Metal layers overlaid:
(2 px per um) Two of the layers only.
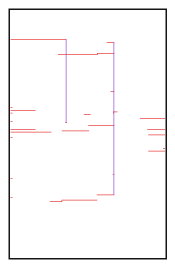
Clock routing:
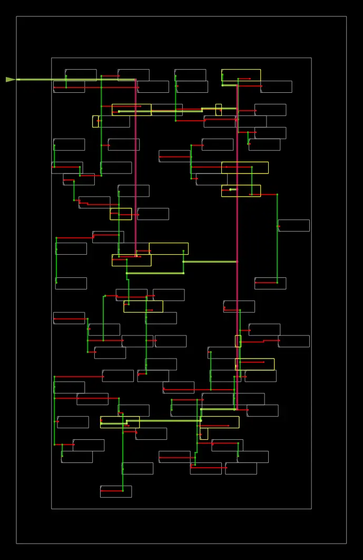
--- src/rtl/adc_pkg.sv ---
// adc_pkg: shared state encoding and default widths for the ADC front end.
// Latency: n/a (types and constants only).
// Backpressure: n/a.
package adc_pkg;

  localparam int ADC_W_DATA = 18;
  localparam int ADC_W_CHAN = 3;

  typedef enum logic [1:0] {
    ST_IDLE      = 2'd0,
    ST_CONVST    = 2'd1,
    ST_WAIT_BUSY = 2'd2,
    ST_READ      = 2'd3
  } state_t;

endpackage

--- src/rtl/adc_sclk_gen.sv ---
// adc_sclk_gen: SCLK divider with one-cycle rise/fall strobes, idles high.
// Latency: first falling edge SCLK_DIV cycles after enable; strobes coincide with the new SCLK level.
// Backpressure: none; dropping en_in forces SCLK high and restarts the phase.
module adc_sclk_gen
  import adc_pkg::*;
#(
  parameter int SCLK_DIV = 2
) (
  input  logic clk_in,
  input  logic reset_in,
  input  logic en_in,
  output logic sclk_out,
  output logic rise_out,
  output logic fall_out
);

  localparam int DW = (SCLK_DIV > 1) ? $clog2(SCLK_DIV) : 1;

  logic [DW-1:0] div_q, div_d;
  logic          sclk_q, sclk_d;
  logic          rise_q, rise_d;
  logic          fall_q, fall_d;

  // Next-state: count half-period, toggle SCLK and flag the direction of the edge.
  always_comb begin
    div_d  = div_q;
    sclk_d = sclk_q;
    rise_d = 1'b0;
    fall_d = 1'b0;
    if (!en_in) begin
      div_d  = '0;
      sclk_d = 1'b1;
    end else if (div_q == DW'(SCLK_DIV - 1)) begin
      div_d  = '0;
      sclk_d = ~sclk_q;
      rise_d = ~sclk_q;
      fall_d = sclk_q;
    end else begin
      div_d = div_q + 1'b1;
    end
  end

  // Divider registers; strobes are registered so they line up with sclk_out.
  always_ff @(posedge clk_in) begin
    if (reset_in) begin
      div_q  <= '0;
      sclk_q <= 1'b1;
      rise_q <= 1'b0;
      fall_q <= 1'b0;
    end else begin
      div_q  <= div_d;
      sclk_q <= sclk_d;
      rise_q <= rise_d;
      fall_q <= fall_d;
    end
  end

  assign sclk_out = sclk_q;
  assign rise_out = rise_q;
  assign fall_out = fall_q;

endmodule

--- src/rtl/adc_controller.sv ---
// adc_controller: CONVST -> wait BUSY -> serial read of N_CHAN words; optional ADC_TEST_PATTERN_EN.
// Latency: data_valid_out one cycle after the final SCLK-rise sample of each word.
// Backpressure: none; consumers must accept strobes as they come (no stalling).
module adc_controller
  import adc_pkg::*;
#(
  parameter int W_DATA       = ADC_W_DATA,
  parameter int N_CHAN       = 8,
  parameter int W_CHAN       = ADC_W_CHAN,
  parameter int SCLK_DIV     = 2,
  parameter int CONVST_CYC   = 4,
  parameter int BUSY_TIMEOUT = 1000
) (
  input  logic                     clk_in,
  input  logic                     reset_in,
  input  logic                     cstart_in,
  input  logic                     busy_in,
  input  logic                     dout_in,
  output logic                     convst_out,
  output logic                     cs_n_out,
  output logic                     sclk_out,
  output logic signed [W_DATA-1:0] data_out,
  output logic        [W_CHAN-1:0] chan_out,
  output logic                     data_valid_out,
  output logic                     cycle_done_out,
  output logic                     timeout_out
);

  localparam int CNT_MAX = (BUSY_TIMEOUT > CONVST_CYC) ? BUSY_TIMEOUT : CONVST_CYC;
  localparam int CNT_W   = $clog2(CNT_MAX + 1);
  localparam int BIT_W   = $clog2(W_DATA);

  state_t              state_q, state_d;
  logic [CNT_W-1:0]    cnt_q, cnt_d;
  logic                busy_s1_q, busy_s2_q, busy_s3_q;
  logic                seen_rise_q, seen_rise_d;
  logic [BIT_W-1:0]    bit_q, bit_d;
  logic [W_CHAN-1:0]   chan_cnt_q, chan_cnt_d;
  logic [W_DATA-1:0]   shift_q, shift_d;
  logic [W_DATA-1:0]   data_q, data_d;
  logic [W_CHAN-1:0]   chan_q, chan_d;
  logic                valid_q, valid_d;
  logic                done_q, done_d;
  logic                tmo_q, tmo_d;
  logic                sclk_en, sclk_rise, sclk_fall;
  logic                serial_bit;
  logic                busy_rise, busy_fall;

  assign busy_rise = busy_s2_q & ~busy_s3_q;
  assign busy_fall = ~busy_s2_q & busy_s3_q;

  // SCLK runs only while staying in READ, so it is already high in the cycle that leaves READ.
  assign sclk_en = (state_q == ST_READ) && (state_d == ST_READ);

  adc_sclk_gen #(.SCLK_DIV(SCLK_DIV)) u_sclk (
    .clk_in   (clk_in),
    .reset_in (reset_in),
    .en_in    (sclk_en),
    .sclk_out (sclk_out),
    .rise_out (sclk_rise),
    .fall_out (sclk_fall)
  );

`ifdef ADC_TEST_PATTERN_EN
  logic [W_DATA-W_CHAN-1:0] tp_cnt_q;
  logic [W_DATA-1:0]        tp_sr_q;
  logic                     unused_tp;

  // Synthetic serial source: load {chan, cycle count} on a word's first SCLK fall, shift on later falls.
  always_ff @(posedge clk_in) begin
    if (reset_in) begin
      tp_cnt_q <= '0;
      tp_sr_q  <= '0;
    end else begin
      if (done_q) tp_cnt_q <= tp_cnt_q + 1'b1;
      if (state_q != ST_READ) tp_sr_q <= '0;
      else if (sclk_fall) begin
        if (bit_q == '0) tp_sr_q <= {chan_cnt_q, tp_cnt_q};
        else             tp_sr_q <= tp_sr_q << 1;
      end
    end
  end

  assign serial_bit = tp_sr_q[W_DATA-1];
  assign unused_tp  = dout_in;
`else
  logic unused_fall;
  assign serial_bit  = dout_in;
  assign unused_fall = sclk_fall;
`endif

  // Two-flop synchroniser plus one delay stage for BUSY edge detection.
  always_ff @(posedge clk_in) begin
    if (reset_in) begin
      busy_s1_q <= 1'b0;
      busy_s2_q <= 1'b0;
      busy_s3_q <= 1'b0;
    end else begin
      busy_s1_q <= busy_in;
      busy_s2_q <= busy_s1_q;
      busy_s3_q <= busy_s2_q;
    end
  end

  // Next-state, counters, shift register and output strobes.
  always_comb begin
    state_d     = state_q;
    cnt_d       = cnt_q;
    seen_rise_d = seen_rise_q;
    bit_d       = bit_q;
    chan_cnt_d  = chan_cnt_q;
    shift_d     = shift_q;
    data_d      = data_q;
    chan_d      = chan_q;
    valid_d     = 1'b0;
    done_d      = 1'b0;
    tmo_d       = 1'b0;
    case (state_q)
      ST_IDLE: begin
        cnt_d       = '0;
        seen_rise_d = 1'b0;
        bit_d       = '0;
        chan_cnt_d  = '0;
        if (cstart_in) state_d = ST_CONVST;
      end
      ST_CONVST: begin
        if (cnt_q == CNT_W'(CONVST_CYC - 1)) begin
          cnt_d   = '0;
          state_d = ST_WAIT_BUSY;
        end else begin
          cnt_d = cnt_q + 1'b1;
        end
      end
      ST_WAIT_BUSY: begin
        cnt_d = cnt_q + 1'b1;
        if (busy_rise) seen_rise_d = 1'b1;
        // A fall only counts once a rise has been seen in this wait.
        if (seen_rise_q && busy_fall) begin
          cnt_d   = '0;
          state_d = ST_READ;
        end else if (cnt_q == CNT_W'(BUSY_TIMEOUT - 1)) begin
          tmo_d   = 1'b1;
          state_d = ST_IDLE;
        end
      end
      ST_READ: begin
        if (sclk_rise) begin
          shift_d = {shift_q[W_DATA-2:0], serial_bit};
          if (bit_q == BIT_W'(W_DATA - 1)) begin
            bit_d   = '0;
            data_d  = shift_d;
            chan_d  = chan_cnt_q;
            valid_d = 1'b1;
            if (chan_cnt_q == W_CHAN'(N_CHAN - 1)) begin
              done_d     = 1'b1;
              chan_cnt_d = '0;
              state_d    = ST_IDLE;
            end else begin
              chan_cnt_d = chan_cnt_q + 1'b1;
            end
          end else begin
            bit_d = bit_q + 1'b1;
          end
        end
      end
      default: state_d = ST_IDLE;
    endcase
  end

  // State and datapath registers; reset discards any partial word.
  always_ff @(posedge clk_in) begin
    if (reset_in) begin
      state_q     <= ST_IDLE;
      cnt_q       <= '0;
      seen_rise_q <= 1'b0;
      bit_q       <= '0;
      chan_cnt_q  <= '0;
      shift_q     <= '0;
      data_q      <= '0;
      chan_q      <= '0;
      valid_q     <= 1'b0;
      done_q      <= 1'b0;
      tmo_q       <= 1'b0;
    end else begin
      state_q     <= state_d;
      cnt_q       <= cnt_d;
      seen_rise_q <= seen_rise_d;
      bit_q       <= bit_d;
      chan_cnt_q  <= chan_cnt_d;
      shift_q     <= shift_d;
      data_q      <= data_d;
      chan_q      <= chan_d;
      valid_q     <= valid_d;
      done_q      <= done_d;
      tmo_q       <= tmo_d;
    end
  end

  assign convst_out     = (state_q != ST_CONVST);
  assign cs_n_out       = (state_q != ST_READ);
  assign data_out       = data_q;
  assign chan_out       = chan_q;
  assign data_valid_out = valid_q;
  assign cycle_done_out = done_q;
  assign timeout_out    = tmo_q;

endmodule

--- config.mk ---
export PLATFORM = sky130hd
export DESIGN_NAME = adc_controller
export DESIGN_NICKNAME = d
export VERILOG_FILES = /design/src/rtl/adc_pkg.sv /design/src/rtl/adc_sclk_gen.sv /design/src/rtl/adc_controller.sv
export SDC_FILE = /design/constraint.sdc
export NUM_CORES = 1
export LEC_CHECK = 0
export CAP_MARGIN = 20
export CELL_PAD_IN_SITES_DETAIL_PLACEMENT = 0
export CELL_PAD_IN_SITES_GLOBAL_PLACEMENT = 1
export CORE_ASPECT_RATIO = 1.75
export CORE_MARGIN = 8
export CORE_UTILIZATION = 41
export DETAILED_ROUTE_END_ITERATION = 8
export PLACE_DENSITY_LB_ADDON = 0.12
export SYNTH_ARGS = -nofsm -noshare
export SYNTH_HDL_FRONTEND = slang
export SYNTH_SLANG_ARGS = --single-unit
--- constraint.sdc ---
create_clock -name clk_in -period 2.4 [get_ports clk_in]
set_input_delay 0.24 -clock clk_in [delete_from_list [all_inputs] [get_ports clk_in]]
set_output_delay 0.24 -clock clk_in [all_outputs]
set_load 0.03 [all_outputs]
==> run notes <==
impl run done, here's what came out: placed inst area=~3100 um^2, post-route minimum period=around 2.2 ns, Async S/R FF share, synth=0, clock share of power=0.511, Setup crit start=state_q[1], Via density=between 4 and 5, biggest area cells=dfxtp_1, nand2_1, a21oi_1, ha_1, nor2_1, share of cells above drive strength 1=0.0836, first-pass GRT wire length=10000 um, top fanout value on the critical path=6, total clock sinks=68, Flop pwr share=0.459, Worst Hold Class=in2reg, number of logged tool warnings=31, max-slew violations=0, Setup-failing EPs final=0, die extent in y=between 100 and 150 um, syn_nets=around 340, reg2reg path depth=7, Detail Route met2 WL=3230 um, GRT met2 Usage=0.239, Stages on worst setup path=7, H-tree depth=3, AND-OR/OR-AND share of the synthesized area=0.121, antenna cells=0, I/O Buffers=31, critical path's slowest cell=or4_4, met3 wire length=roughly 210 um, worst-path cell chain=inv_1 > ha_1 > inv_1 > or3_2 > o311a_1 > o22a_2 > or4_4, DR iter-0 viols=around 130, post-synth top area share=0.498, Yosys cell types=around 42, CP max stage delay=roughly 0.5 ns, delay-heaviest family, CP=simple AND/OR/NAND/NOR gates, f_max=451 MHz, top power group=clock, Cell Rows=39, Slew HR=0.433, Power Internal=1.98 mW, reg-to-reg startpoint=state_q[1], yosys warns=0, Mapped Cells=approximately 320, well tap count=between 80 and 90, vias in the first global route=approximately 2200, top cells by count=nand2_1, dfxtp_1, a21oi_1, Gate Area=about 1300 um^2, most used cell, CP=inv_1, Crit Reg-Reg Endpoint=u_sclk.sclk_out, Crit path required time=approximately 2.6 ns, yosys stat area=2730 um^2, Combinational Power Share=0.029, period utilisation layout=0.924, post-placement cell count=426, largest net degree at the start of global routing=29, crit path capture type=flip-flop, status=completed, max FFs per register=18, P_comb=0.0723 mW, Tot Pwr=between 2 and 2.5 mW, mux share=0.00733, r2r setup slk=around 0.18 ns, invs w/o clock=9, Design Area, Final=3410 um^2, count of library flops with an enable pin=0, most frequent cells in the layout=nand2_1, dfxtp_1, a21oi_1, clkdlybuf4s50_1, nor2_1, met3 Usage GRT=0.0419, ys flop type=dfxtp_1, Core Area=6490 um^2, die extent in x=77.7 um, clock buffer count=13, layout net count=around 370, Fin Setup TNS=0 ns, Yosys top cell by area=dfxtp_1, Signal buf overhead=0.107, Hold Path End=chan_cnt_q[1], # IOs=32, clock-cell share of area=0.0836, Pre-Place Util=0.421, count leader, synth=nand2_1, final hold vios=0, grt ovf=0, die area=between 9000 and 10000 um^2
## Picture notes: 'metal layers overlaid'
| colour | layer | wire length |
|---|---|---|
| red | M3 | 212 um |
| purple | M4 | 118 um |
via count: 2190
GRT Resource Usage Total: 0.131
wire length after detailed routing: 6110 um
wire length per cell: 13.9 um

## Picture notes: 'clock routing'
total CTS buffers: 9
clk_lat worst skew: 0.33 ns
P_clk: 1.27 mW
Worst Clk Skew: 0.00228 ns
Seq cells: 68

Power is estimated from default activity; no workload was simulated.
